**src/rtl/soc_io_pkg.sv**
```systemverilog
// Shared constants and helpers for the DE1-SoC I/O conditioning path.
package soc_io_pkg;

  localparam int N_BTN_DEF = 4;
  localparam int N_SW_DEF  = 3;
  localparam int CLK_HZ    = 50_000_000;

  // Convert a debounce interval in milliseconds into clock cycles.
  function automatic int debounce_cycles(input int ms);
    return (CLK_HZ / 1000) * ms;
  endfunction

endpackage

```
**src/rtl/debounce_bit.sv**
```systemverilog
// Single-bit conditioner: two-flop synchroniser followed by a bounded
// stability counter. The output only adopts a new level after the
// synchronised input has differed from it for DEBOUNCE_CYCLES samples.
// The rise output flags the edge on which the output will go 0 -> 1.
module debounce_bit
  import soc_io_pkg::*;
#(
  parameter int DEBOUNCE_CYCLES = debounce_cycles(20)
) (
  input  logic clk,
  input  logic rst,
  input  logic din,
  output logic dout,
  output logic rise
);

  localparam int CNT_W = $clog2(DEBOUNCE_CYCLES);
  localparam logic [CNT_W-1:0] CNT_LAST = CNT_W'(DEBOUNCE_CYCLES - 1);

  logic             sync1;
  logic             sync2;
  logic             stable;
  logic [CNT_W-1:0] cnt;
  logic             accept;

  // The count has completed and the differing level is taken this edge.
  assign accept = (sync2 != stable) && (cnt == CNT_LAST);

  // Two-flop synchroniser for the asynchronous pin.
  always_ff @(posedge clk) begin
    if (rst) begin
      sync1 <= 1'b0;
      sync2 <= 1'b0;
    end else begin
      sync1 <= din;
      sync2 <= sync1;
    end
  end

  // Stability counter: cleared on agreement or acceptance, never wraps.
  always_ff @(posedge clk) begin
    if (rst) begin
      stable <= 1'b0;
      cnt    <= '0;
    end else if (sync2 == stable) begin
      cnt    <= '0;
    end else if (accept) begin
      stable <= sync2;
      cnt    <= '0;
    end else begin
      cnt    <= cnt + 1'b1;
    end
  end

  assign dout = stable;
  assign rise = accept & sync2;

endmodule

```
**src/rtl/io_input_conditioner.sv**
```systemverilog
// Conditions raw KEY and SW pins for the button/switch PIO ports.
// Buttons are optionally inverted so pressed reads as 1, then every bit
// is synchronised and debounced independently.
// Optional feature macro: IO_COND_PRESS_PULSE_EN adds btn_press_pulse,
// a registered one-cycle strobe coinciding with each btn_clean rise.
module io_input_conditioner
  import soc_io_pkg::*;
#(
  parameter int N_BTN           = N_BTN_DEF,
  parameter int N_SW            = N_SW_DEF,
  parameter int DEBOUNCE_CYCLES = debounce_cycles(20),
  parameter bit BTN_ACTIVE_LOW  = 1'b1
) (
  input  logic             clk_clk,
  input  logic             reset_reset,
  input  logic [N_BTN-1:0] btn_raw,
  input  logic [N_SW-1:0]  sw_raw,
  output logic [N_BTN-1:0] btn_clean,
  output logic [N_SW-1:0]  sw_clean
`ifdef IO_COND_PRESS_PULSE_EN
  ,
  output logic [N_BTN-1:0] btn_press_pulse
`endif
);

  logic [N_BTN-1:0] btn_lvl;
  logic [N_BTN-1:0] btn_rise;
  logic [N_SW-1:0]  sw_rise;
  logic             unused_sw_rise;

  // Normalise button polarity so that pressed is 1 before synchronising.
  assign btn_lvl = BTN_ACTIVE_LOW ? ~btn_raw : btn_raw;

  // Switches never generate press strobes.
  assign unused_sw_rise = ^sw_rise;

  for (genvar i = 0; i < N_BTN; i++) begin : g_btn
    debounce_bit #(
      .DEBOUNCE_CYCLES(DEBOUNCE_CYCLES)
    ) u_db (
      .clk (clk_clk),
      .rst (reset_reset),
      .din (btn_lvl[i]),
      .dout(btn_clean[i]),
      .rise(btn_rise[i])
    );
  end

  for (genvar j = 0; j < N_SW; j++) begin : g_sw
    debounce_bit #(
      .DEBOUNCE_CYCLES(DEBOUNCE_CYCLES)
    ) u_db (
      .clk (clk_clk),
      .rst (reset_reset),
      .din (sw_raw[j]),
      .dout(sw_clean[j]),
      .rise(sw_rise[j])
    );
  end

`ifdef IO_COND_PRESS_PULSE_EN
  // Register the rise indication so the strobe lands with btn_clean's rise.
  always_ff @(posedge clk_clk) begin
    if (reset_reset) begin
      btn_press_pulse <= '0;
    end else begin
      btn_press_pulse <= btn_rise;
    end
  end
`else
  logic unused_btn_rise;
  assign unused_btn_rise = ^btn_rise;
`endif

endmodule
```
**config.mk**
```make
export PLATFORM = sky130hd
export DESIGN_NAME = io_input_conditioner
export DESIGN_NICKNAME = d
export VERILOG_FILES = /design/src/rtl/soc_io_pkg.sv /design/src/rtl/debounce_bit.sv /design/src/rtl/io_input_conditioner.sv
export SDC_FILE = /design/constraint.sdc
export NUM_CORES = 1
export LEC_CHECK = 0
export ABC_AREA = 1
export CAP_MARGIN = 20
export CORE_MARGIN = 10
export CORE_UTILIZATION = 50
export DETAILED_ROUTE_END_ITERATION = 6
export GPL_ROUTABILITY_DRIVEN = 0
export PLACE_DENSITY = 0.75
export SLEW_MARGIN = 20
export SYNTH_ARGS = -nofsm -noshare
export SYNTH_HDL_FRONTEND = slang
export SYNTH_HIERARCHICAL = 1
export SYNTH_SLANG_ARGS = --single-unit
```
**constraint.sdc**
```tcl
create_clock -name clk_clk -period 2.5 [get_ports clk_clk]
set_clock_uncertainty 0.05 [all_clocks]
set_input_delay 0.5 -clock clk_clk [delete_from_list [all_inputs] [get_ports clk_clk]]
set_output_delay 0.5 -clock clk_clk [all_outputs]
set_load 0.005 [all_outputs]
```
==> tab_implementation.tex <==
% Yosys + OpenROAD metrics
\begin{tabular}{lr}
\hline
Metric & Value \\
\hline
\multicolumn{2}{l}{\textbf{Critical path}} \\
\quad Startpoint kind of the worst setup timing path & register \\
\quad Number of buffer and inverter instances along the worst setup path & 1 \\
\quad Critical register-to-register path startpoint & g\_sw[0].u\_db/cnt[0] \\
\quad Cell-by-cell listing of the critical path & clkdlybuf4s50\_1 \\
\quad Register-to-register path setup slack & 0.87 ns \\
\quad Slowest cell on the critical path & sky130\_fd\_sc\_hd\_\_clkdlybuf4s50\_1 \\
\quad Reg2Reg Capture Point & g\_sw[0].u\_db/cnt[17] \\
\quad Worst reg-to-reg path cell count & 6 \\
\quad Required time at the worst-slack endpoint & 1.95 ns \\
\quad Data arrival time of the worst path & 1.38 ns \\
\quad Critical path launch point & g\_btn[0].u\_db/dout \\
\quad Type of the setup path with the least slack & register to primary output \\
\quad Crit. End Element & primary output \\
\multicolumn{2}{l}{\textbf{Finish}} \\
\quad Inverters excl. clock & 116 \\
\quad Antenna Diode Count & 0 \\
\quad Portion of the layout cell area used by non-clock buffers & 1.84\% \\
\quad Comb area share & 49.7\% \\
\quad Area growth from synthesis to final layout & 9.93\% \\
\quad Final sequential cell count & 161 \\
\quad Area used by multi-input combinational logic & 0.00459 mm2 \\
\quad Fillers & 1,522 \\
\quad Multi-input logic cell count & 896 \\
\quad Register area & 0.00322 mm2 \\
\quad Final clock-cell share & 5.92\% \\
\quad Number of non-clock buffers in the layout & 16 \\
\quad Cell kind with the greatest summed area & multi-input combinational cells \\
\quad Number of clock buffers in the layout & 18 \\
\quad Total number of nets in the final design & 1,224 \\
\quad Most frequent cells in the layout & sky130\_fd\_sc\_hd\_\_nor2\_1 (294), sky130\_fd\_sc\_hd\_\_nand2\_1 (252), sky130\_fd\_sc\_hd\_\_dfxtp\_1 (161) \\
\quad Fraction of standard cell area that is sequential & 34.9\% \\
\multicolumn{2}{l}{\textbf{Logic synthesis}} \\
\quad Netlist area before placement & 0.00841 mm2 \\
\quad Number of warnings issued by yosys & 6 \\
\quad Number of nets produced by synthesis & 1,203 \\
\quad Number of standard cells after synthesis & 1,187 \\
\quad Avg Cell Area, Syn & 7.08 um2 \\
\multicolumn{2}{l}{\textbf{Clocking}} \\
\quad Worst skew pair latency & 0.42 ns \\
\quad Post-CTS Setup Bufs & 0 \\
\quad Resized cells post-CTS & 0 \\
\quad Number of hold buffers added after CTS & 0 \\
\quad TritonCTS Buffers & 17 \\
\quad CTS root buf & sky130\_fd\_sc\_hd\_\_clkbuf\_16 \\
\quad Post-CTS clock slew at the launch and capture registers of the worst setup and hold paths & 0.07 ns \\
\quad Buffers from clock root to sink, at most & 2 \\
\quad Total number of H-tree levels & 4 \\
\multicolumn{2}{l}{\textbf{Final timing}} \\
\quad Max\_slew headroom & 72.3\% \\
\quad Final setup vio count & 0 \\
\quad Transition time at the pin with the least slew margin & 0.415 ns \\
\quad RSZ-0062 raised after global routing & no \\
\quad Post-Route Setup TNS & 0 ns \\
\quad Period Utilization, post-route & 77.2\% \\
\quad Achievable clock frequency & 0.518 GHz \\
\quad Fin. Hold Viols & 0 \\
\quad Number of slew-limit violations in the final report & 0 \\
\quad Minimum period implied by the final worst setup slack & 1.93 ns \\
\multicolumn{2}{l}{\textbf{Floorplan}} \\
\quad Overall die area & 0.0224 mm2 \\
\quad Site Rows & 47 \\
\quad Width of the die & 150 um \\
\quad Floorplan core area & 0.0165 mm2 \\
\quad Well-tap cell count & 220 \\
\quad I/O pin total & 16 \\
\quad Floorplan core density & 50.9\% \\
\quad Die height & 150 um \\
\multicolumn{2}{l}{\textbf{Detailed routing}} \\
\quad Total number of vias & 6,933 \\
\quad Routed Wire Length & 15.5 mm \\
\quad Number of DRC markers after the initial detailed-route iteration & 392 \\
\quad Number of routed nets with antenna violations & 0 \\
\quad Vias per Instance & 4.81 \\
\quad Count of unresolved DRC violations after routing & 0 \\
\quad Iteration tally of the first detailed-router pass & 5 \\
\multicolumn{2}{l}{\textbf{Power}} \\
\quad Pleak & 2.83 nW \\
\quad PwrDens & 545 mW/mm2 \\
\multicolumn{2}{l}{\textbf{GRT}} \\
\quad Initial antenna violation count & 0 \\
\quad Pin count of the biggest net entering global routing & 29 \\
\quad Via count of the first global-routing pass & 6,288 \\
\quad Global Route Usage Sum & 14.2\% \\
\quad Wire length of the first global-routing pass & 27.2 mm \\
\quad Aggregate global routing overflow & 0 \\
\multicolumn{2}{l}{\textbf{Worst hold path}} \\
\quad Cell depth of the worst hold path & 2 \\
\quad Launch instance of the worst min-delay path & g\_btn[0].u\_db/sync1 \\
\quad Type of the worst min-delay path & register to register \\
\quad Hold Crit Endpoint & g\_btn[0].u\_db/sync2 \\
\multicolumn{2}{l}{\textbf{Run}} \\
\quad Total of max-cap violations & 0 \\
\quad Number of OpenROAD warnings & 26 \\
\multicolumn{2}{l}{\textbf{Status}} \\
\quad Run status & completed \\
\multicolumn{2}{l}{\textbf{Placement}} \\
\quad Number of buffers inserted by port buffering & 15 \\
\quad Dpl hpwl & 11.2 mm \\
\hline
\end{tabular}
## worst max path at each step
stage                            endpoint  depth (start not counted)
floorplan           g_btn[0].u_db/cnt[11]                          7
global placement    g_btn[3].u_db/cnt[12]                          5
detailed placement  g_btn[0].u_db/cnt[12]                          5
CTS                          btn_clean[1]                          1
global route                  sw_clean[2]                          1
finish                       btn_clean[0]                          1
## power breakdown
| group | internal (mW) | switching (mW) | total [mW] |
|---|---|---|---|
| clock network | 1.31 | 1.07 | 2.38 |
| logic | 0.0259 | 0.0452 | 0.0711 |
| registers | 2.58 | 0.00737 | 2.59 |
| total | 3.91 | 1.12 | 5.04 |
## through the flow
| stage | area (um2) | power, mW | setup slack, ns | hold slack (ns) | instances |
|---|---|---|---|---|---|
| 2_1_floorplan | 8410 | 2.69 | 1.22 | 0.338 | 1187 |
| 3_3_place_gp | 8690 | 2.71 | 0.622 | 0.339 | 1409 |
| 3_5_place_dp | 8690 | 2.72 | 0.589 | 0.344 | 1409 |
| 4_1_cts | 9240 | 5.11 | 0.547 | 0.353 | 1441 |
| 5_1_grt | 9240 | 5.23 | 0.513 | 0.373 | 1441 |
| 6_report | 9240 | 5.04 | 0.569 | 0.350 | 1441 |
## flip-flops by register name, summed over array words and instances (netlist names)
register / cells
g_btn.u_db/cnt: 80
g_sw.u_db/cnt: 60
g_btn.u_db/dout: 4
g_btn.u_db/sync1: 4
g_btn.u_db/sync2: 4
g_sw.u_db/dout: 3
g_sw.u_db/sync1: 3
g_sw.u_db/sync2: 3
## layer usage
layer | GRT usage (%) | part of all wire [%] | vias up
met2 | 23.5 | 47 | 75
met3 | 3.77 | 3.4 | 11
li1 | - | - | 3720
met1 | 17.9 | 49 | 3127
met5 | 0 | 0 | -
met4 | 4.13 | 1.0 | 0
Close-up of the layout:
Window x 100 to 125, y 100 to 125 um. Cells in gray, sequential cells in the stronger gray; small squares are vias.
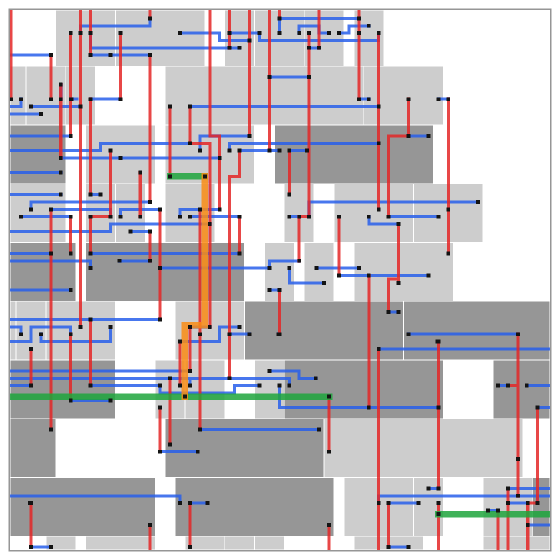
| color | layer |
|---|---|
| blue | metal 1 |
| green | metal 3 |
| orange | metal 4 |
| red | metal 2 |
most frequent: nor2_1 (9), dfxtp_1 (9), xor2_1 (3)
sequential cells in the window: 9
cells with their middle in the window: 42
netlist names of flops here include: g_sw.u_db/cnt (6), g_btn.u_db/cnt (3)

The metal 1 layer:
Scale: 2 px per um.
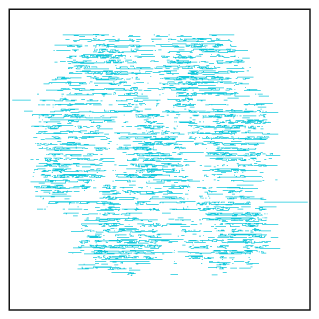
share of all routed wire: 49%
wire length on this layer: 7,550 um
longest straight run: 32.2 um
main direction: horizontal
nets with wire on the layer: 1,160

Sequential cells colored by netlist name:
Scale: 3 px per um.
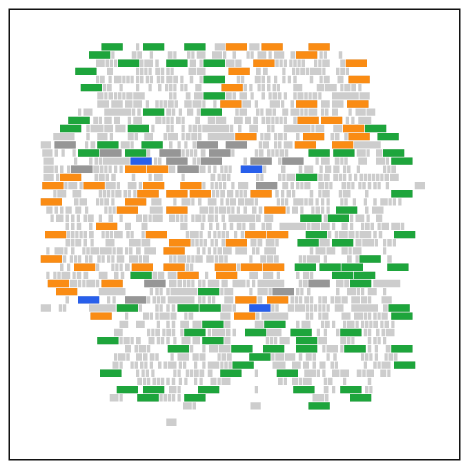
| color | netlist name | sequential cells |
|---|---|---|
| orange | g_sw.u_db/cnt | 60 |
| blue | g_btn.u_db/sync1 | 4 |
| green | g_btn.u_db/cnt | 80 |

Track usage over the die:
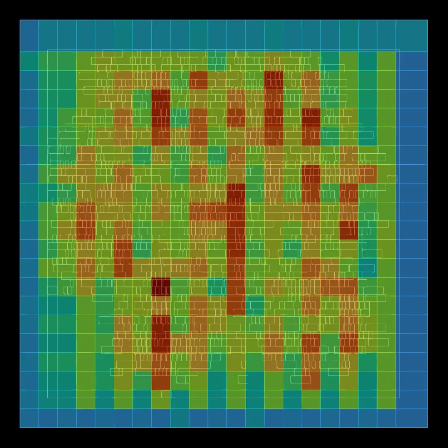
routing layer with the top usage in global route: met2
GRT met3 Usage: 3.77%
post-DR wirelength/cell: 10.7 um
Layout Utilization: 55.9%

No activity file was given, so power comes from the tool's default toggle rates.
